<file path="config.mk">
export PLATFORM = sky130hd
export DESIGN_NAME = noise
export DESIGN_NICKNAME = d
export VERILOG_FILES = /design/src/rtl/apu_pkg.sv /design/src/rtl/envelope.sv /design/src/rtl/noise.sv
export SDC_FILE = /design/constraint.sdc
export NUM_CORES = 1
export LEC_CHECK = 0
export CAP_MARGIN = 5
export CORE_UTILIZATION = 24
export CTS_CLUSTER_DIAMETER = 200
export DETAILED_ROUTE_END_ITERATION = 7
export RECOVER_POWER = 25
export SYNTH_ARGS = -nofsm -noshare
export SYNTH_HDL_FRONTEND = slang
export SYNTH_SLANG_ARGS = --single-unit
</file>
<file path="constraint.sdc">
create_clock -name clk -period 2.5 [get_ports clk]
set_input_delay 0.375 -clock clk [delete_from_list [all_inputs] [get_ports clk]]
set_output_delay 0.375 -clock clk [all_outputs]
set_load 0.05 [all_outputs]
</file>
<file path="src/rtl/apu_pkg.sv">
// Shared APU constants: noise period table, length-counter table and register bit positions.
// Imported by the square, triangle and noise channels.
package apu_pkg;

    localparam logic [11:0] NOISE_PERIOD [16] = '{
        12'd4,   12'd8,   12'd16,  12'd32,  12'd64,  12'd96,   12'd128,  12'd160,
        12'd202, 12'd254, 12'd380, 12'd508, 12'd762, 12'd1016, 12'd2034, 12'd4068
    };

    localparam logic [7:0] LENGTH_TABLE [32] = '{
        8'd10,  8'd254, 8'd20, 8'd2,  8'd40,  8'd4,  8'd80, 8'd6,
        8'd160, 8'd8,   8'd60, 8'd10, 8'd14,  8'd12, 8'd26, 8'd14,
        8'd12,  8'd16,  8'd24, 8'd18, 8'd48,  8'd20, 8'd96, 8'd22,
        8'd192, 8'd24,  8'd72, 8'd26, 8'd16,  8'd28, 8'd32, 8'd30
    };

    // Single-bit fields of the channel control registers.
    localparam int REG_HALT_BIT  = 5;
    localparam int REG_CONST_BIT = 4;
    localparam int REG_MODE_BIT  = 7;

endpackage

</file>
<file path="src/rtl/envelope.sv">
// Decay envelope shared by the square and noise channels: a restart arms it, and each
// 240 Hz tick either reloads it or steps the divider and the 15..0 decay level.
module envelope (
    input  logic       clk,
    input  logic       reset,
    input  logic       enable_240hz,
    input  logic       restart,
    input  logic       loop,
    input  logic [3:0] period,
    output logic [3:0] decay
);

    logic       start;
    logic [3:0] divider;

    // A restart in the same cycle as a tick only arms start; the tick itself is dropped.
    always_ff @(posedge clk or posedge reset) begin
        if (reset) begin
            start   <= 1'b0;
            decay   <= 4'd0;
            divider <= 4'd0;
        end else if (restart) begin
            start <= 1'b1;
        end else if (enable_240hz) begin
            if (start) begin
                start   <= 1'b0;
                decay   <= 4'd15;
                divider <= period;
            end else if (divider == 4'd0) begin
                divider <= period;
                if (decay != 4'd0) begin
                    decay <= decay - 4'd1;
                end else if (loop) begin
                    decay <= 4'd15;
                end
            end else begin
                divider <= divider - 4'd1;
            end
        end
    end

endmodule

</file>
<file path="src/rtl/noise.sv">
// APU noise channel: 15-bit LFSR stepped by a table-selected period timer, gated by
// the length counter and scaled by the decay envelope or a constant volume.
import apu_pkg::*;

module noise #(
    parameter logic [14:0] LFSR_SEED   = 15'h0001,
    parameter int          TIMER_WIDTH = 12
) (
    input  logic       clk,
    input  logic       reset,
    input  logic       enable_240hz,
    input  logic       enable_120hz,
    input  logic [7:0] reg_400C,
    input  logic [7:0] reg_400E,
    input  logic [7:0] reg_400F,
    input  logic       reg_change,
    output logic [3:0] noise_out
);

    logic [14:0]            lfsr;
    logic [TIMER_WIDTH-1:0] timer;
    logic [7:0]             length;
    logic [3:0]             decay;
    logic [3:0]             vol;
    logic                   mode;
    logic                   halt;
    logic                   constant;
    logic                   fb;
    logic                   unused_bits;

    assign mode        = reg_400E[REG_MODE_BIT];
    assign halt        = reg_400C[REG_HALT_BIT];
    assign constant    = reg_400C[REG_CONST_BIT];
    assign fb          = lfsr[0] ^ (mode ? lfsr[6] : lfsr[1]);
    assign vol         = constant ? reg_400C[3:0] : decay;
    assign unused_bits = ^{reg_400C[7:6], reg_400E[6:4], reg_400F[2:0]};

    // The period is sampled only on expiry, so a register write never disturbs a running count.
    always_ff @(posedge clk or posedge reset) begin
        if (reset) begin
            lfsr  <= LFSR_SEED;
            timer <= '0;
        end else if (timer == '0) begin
            timer <= TIMER_WIDTH'(NOISE_PERIOD[reg_400E[3:0]] - 12'd1);
            lfsr  <= {fb, lfsr[14:1]};
        end else begin
            timer <= timer - TIMER_WIDTH'(1);
        end
    end

    always_ff @(posedge clk or posedge reset) begin
        if (reset) begin
            length <= 8'd0;
        end else if (reg_change) begin
            length <= LENGTH_TABLE[reg_400F[7:3]];
        end else if (enable_120hz && length != 8'd0 && !halt) begin
            length <= length - 8'd1;
        end
    end

    envelope u_env (
        .clk          (clk),
        .reset        (reset),
        .enable_240hz (enable_240hz),
        .restart      (reg_change),
        .loop         (halt),
        .period       (reg_400C[3:0]),
        .decay        (decay)
    );

    always_ff @(posedge clk or posedge reset) begin
        if (reset) begin
            noise_out <= 4'd0;
        end else begin
            noise_out <= (length == 8'd0 || lfsr[0]) ? 4'd0 : vol;
        end
    end

endmodule

</file>
### Placed cells, one color a class, run 1

Drawn at 2 px/um.
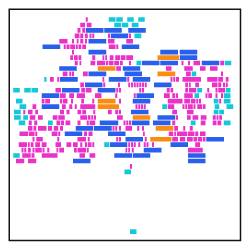
magenta -> remaining logic cells  # cells 279, share of their area 50%
blue -> registers  # cells 48, share of their area 34%
cyan -> remaining buffers and delay cells  # cells 39, share of their area 9.9%
orange -> clock drivers and dummy loads  # cells 8, share of their area 6.1%
Placeable Area: 12210 um^2
Seq area share: 32.29%
post-layout util: 30.49%

### Placement view, run 1

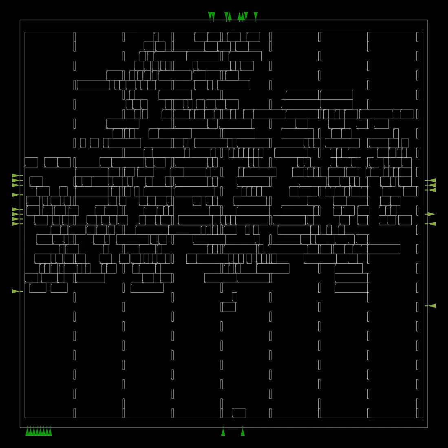
Final Non-Filler Cells: 542
# Taps: 168
fillers: 1329

### Wires at chosen ports, followed through buffers, run 1

Drawn at 4 px/um.
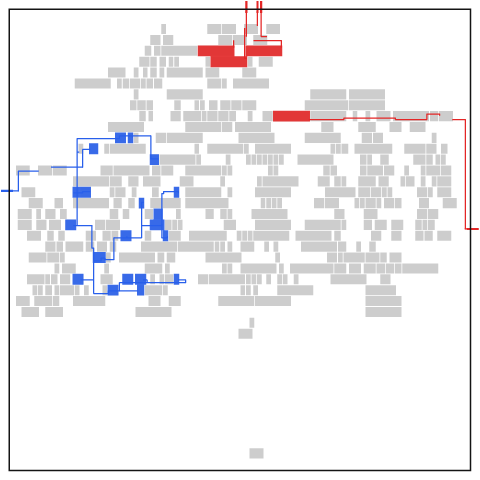
red -> `noise_out`  # bits 4, direction output, edge 3 top, 1 right, end cells 4, buffers 4, wire 102 um
blue -> `reg_change`  # bits 1, direction input, edge left, end cells 20, buffers 2, wire 190 um
# IOs: 33
I/O Buffers: 24

==> run 1: power by group <==
group | internal [mW] | leakage (nW) | switching (mW)
Combinational | 0.228 | 0.889 | 0.304
Clock | 0.674 | 0.104 | 0.283
Sequential | 0.892 | 0.576 | 0.132
Total | 1.79 | 1.57 | 0.719
==> run 1: state kept, by name, summed over array words and instances, names as in the netlist <==
name	flops
u_env.start	1
lfsr	15
noise_out	4
u_env.decay	4
length	8
timer	12
u_env.divider	4
==> run 1: layout make-up <==
cell class,count,area (um^2)
fillers,1329,8488
multi-input cells,261,1679
flip-flops and latches,48,1202
repair buffers,39,349.1
well taps,168,210.2
clock buffers,5,125.1
clock inverters,3,90.09
inverters,18,67.56
==> flow_summary.json, run 1 <==
{
  "yosys-dominant-comb-family": "simple AND/OR/NAND/NOR gates",
  "syn2layout_area_growth_pct": 21.67,
  "grt_busiest_layer": "met2",
  "met3_wirelength_um": 185,
  "worstMarginPinSlew_ps": 1109,
  "status": "complete, no violations",
  "gr-total-overflow": 0,
  "async_flop_share_pct": 100.0,
  "powerDensity_nw_per_um2": 674.7,
  "cts_setup_buffers": 0,
  "yosys-stat-area_um2": 3060,
  "hp-class": "register to register",
  "ant_nets": 0,
  "timing.slew.headroom_pct": 25.98,
  "drt-wirelength-per-cell_um": 11.95,
  "criticalPathCategory": "input pin to register",
  "postRouteWirelength_mm": 6.477,
  "fin_skew_ps": 5.959,
  "clk_latency_ps": 290,
  "p_leak_nw": 1.569,
  "slew_viol_final": 0,
  "r2r_start": "timer[3]$_DFF_PP0_",
  "whs_ps": 461.1,
  "post_cts_resized": 0,
  "use_met1_pct": 13.86,
  "wl_met2_mm": 3.099,
  "row_count": 40,
  "maxCapViolCount": 0,
  "gr-usage-met2_pct": 17.63,
  "place_inst": 534,
  "drive_gt1_share_pct": 10.43,
  "cp-end-kind": "register",
  "antenna_found_initial": 0,
  "rsz0062_at_grt": "no",
  "hp-start": "timer[0]$_DFF_PP0_",
  "track_usage_pct": 10.58,
  "synth_top_area_share_pct": 38.43,
  "hold_violations": 0
}
==> run 2: changes to the inputs <==
- clock period: 2.5 -> 2.1 ns (I/O delays scaled with it)
### Placement view, run 2

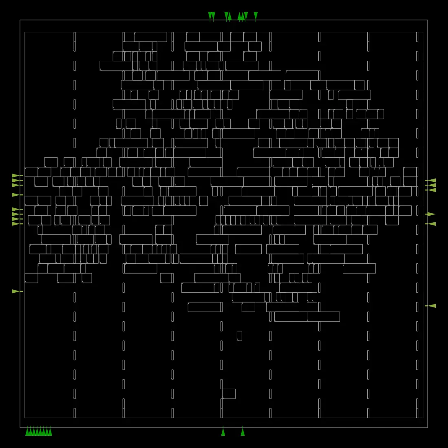
FP Rows: 40
Seq cells: 48
Final Non-Filler Cells: 561
fillers: 1299

==> flow_summary.json, run 2 <==
{
  "dr.first_iter.drc_count": 180,
  "status": "complete, no violations",
  "maxCapViolCount": 0,
  "syn2layout_area_growth_pct": 25.63,
  "final_util_pct": 31.49,
  "postRouteWirelength_mm": 6.616,
  "largest_reg_flops": 15,
  "antenna_found_initial": 0,
  "netlist_area_um2": 3060,
  "port_buffers": 24,
  "post_cts_resized": 0,
  "first_pass_iters": 4,
  "hp-class": "register to register",
  "place_inst": 553,
  "ios": 33,
  "timing.critical_path.arrival_ps": 2110,
  "async_flop_share_pct": 100.0,
  "rsz0062_at_grt": "no",
  "drive_gt1_share_pct": 15.01,
  "wl_met2_mm": 3.230,
  "yosys-stat-area_um2": 3060,
  "criticalPathCategory": "input pin to register",
  "synth_top_area_share_pct": 38.43,
  "hp-start": "timer[0]$_DFF_PP0_",
  "hold_violations": 0,
  "p_leak_nw": 1.653,
  "timing.slew.headroom_pct": 40.51,
  "clk_path_buf_depth": 2,
  "ant_nets": 0,
  "met1_length_mm": 3.182,
  "grt_busiest_layer": "met2",
  "ys_types": 65,
  "gr-total-overflow": 0,
  "gr-usage-met2_pct": 17.83,
  "use_met1_pct": 14.02,
  "crit_end": "timer[10]$_DFF_PP0_",
  "r2r_start": "timer[6]$_DFF_PP0_",
  "cp-end-kind": "register",
  "xor_area_share_pct": 2.862,
  "met3_wirelength_um": 178,
  "cts_setup_buffers": 0,
  "largest_register": "lfsr",
  "slowest_delay_ps": 560,
  "reg_top3": "lfsr: 15 flops, timer: 12 flops, length: 8 flops",
  "yosys-dominant-comb-family": "simple AND/OR/NAND/NOR gates",
  "whs_ps": 464.8,
  "worstMarginPinSlew_ps": 891.4,
  "fin_skew_ps": 9.435,
  "drt-wirelength-per-cell_um": 11.79
}
## run 2: cell counts after synthesis
Identical to the previous run, type by type.
## run 2: final cells by class
| class | instances | area, um^2 |
|---|---|---|
| fillers | 1299 | 8367 |
| multi-input cells | 261 | 1679 |
| flip-flops and latches | 48 | 1202 |
| repair buffers | 58 | 508.0 |
| well taps | 168 | 210.2 |
| clock buffers | 6 | 138.9 |
| inverters | 18 | 67.56 |
| clock inverters | 2 | 38.79 |
## run 2: power breakdown
group | switching (mW) | leakage, nW | internal [mW] | total, mW
clock | 0.341 | 0.0871 | 0.596 | 0.937
combinational | 0.382 | 0.990 | 0.321 | 0.703
sequential | 0.149 | 0.576 | 1.06 | 1.21
==> run 3: changes to the inputs <==
--- a/constraint.sdc
+++ b/constraint.sdc
@@ -3,2 +3,2 @@
 set_output_delay 0.315 -clock clk [all_outputs]
-set_load 0.05 [all_outputs]
+set_load 0.005 [all_outputs]
### Register map, names as in the netlist, run 3

Drawn at 2 px/um. Other sequential cells in the stronger gray, the rest of the logic in the fainter gray.
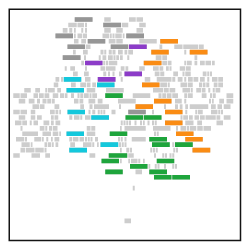
green -> `lfsr`  # flops 15
cyan -> `length`  # flops 8
purple -> `u_env.divider`  # flops 4, where top middle
orange -> `timer`  # flops 12
not colored = 9
Seq area share: 31.27%
FF+latch area: 1202 um^2
P_seq: 1.21 mW
post-layout util: 31.49%

==> flow_summary.json, run 3 <==
{
  "slowest_delay_ps": 560,
  "row_count": 40,
  "port_buffers": 24,
  "use_met1_pct": 14.02,
  "hp-class": "register to register",
  "hold_violations": 0,
  "swShare_pct": 29.06,
  "ant_nets": 0,
  "cts_setup_buffers": 0,
  "r2r_start": "timer[6]$_DFF_PP0_",
  "postRouteWirelength_mm": 6.616,
  "wl_met2_mm": 3.230,
  "reg_top3": "lfsr: 15 flops, timer: 12 flops, length: 8 flops",
  "dr.first_iter.drc_count": 180,
  "switchingPower_mw": 0.8110,
  "status": "complete, no violations",
  "drt-wirelength-per-cell_um": 11.79,
  "timing.slew.headroom_pct": 40.51,
  "antenna_found_initial": 0,
  "largest_register": "lfsr"
}
run 3: area by class of cell:
cell class	instances	area, um^2	area share (%)
clock buffer	6	138.9	3.612
clock inverter	2	38.79	1.009
sequential	48	1202	31.27
inverter	18	67.56	1.757
timing repair buffer	58	508.0	13.21
multi-input combinational	261	1679	43.67
tap	168	210.2	5.467
run 3: how the worst max path moves through the flow:
stage | startpoint | to | slack, ps
floorplan | timer[9]$_DFF_PP0_ | timer[10]$_DFF_PP0_ | 70
global placement | reg_400E[2] | timer[10]$_DFF_PP0_ | -60
detailed placement | reg_400E[1] | timer[10]$_DFF_PP0_ | -90
CTS | reg_400E[1] | timer[10]$_DFF_PP0_ | 200
global route | reg_400E[2] | timer[10]$_DFF_PP0_ | 60
finish | reg_400E[2] | timer[10]$_DFF_PP0_ | 190
Power figures rest on the tool's default switching activity, not on a simulated workload.
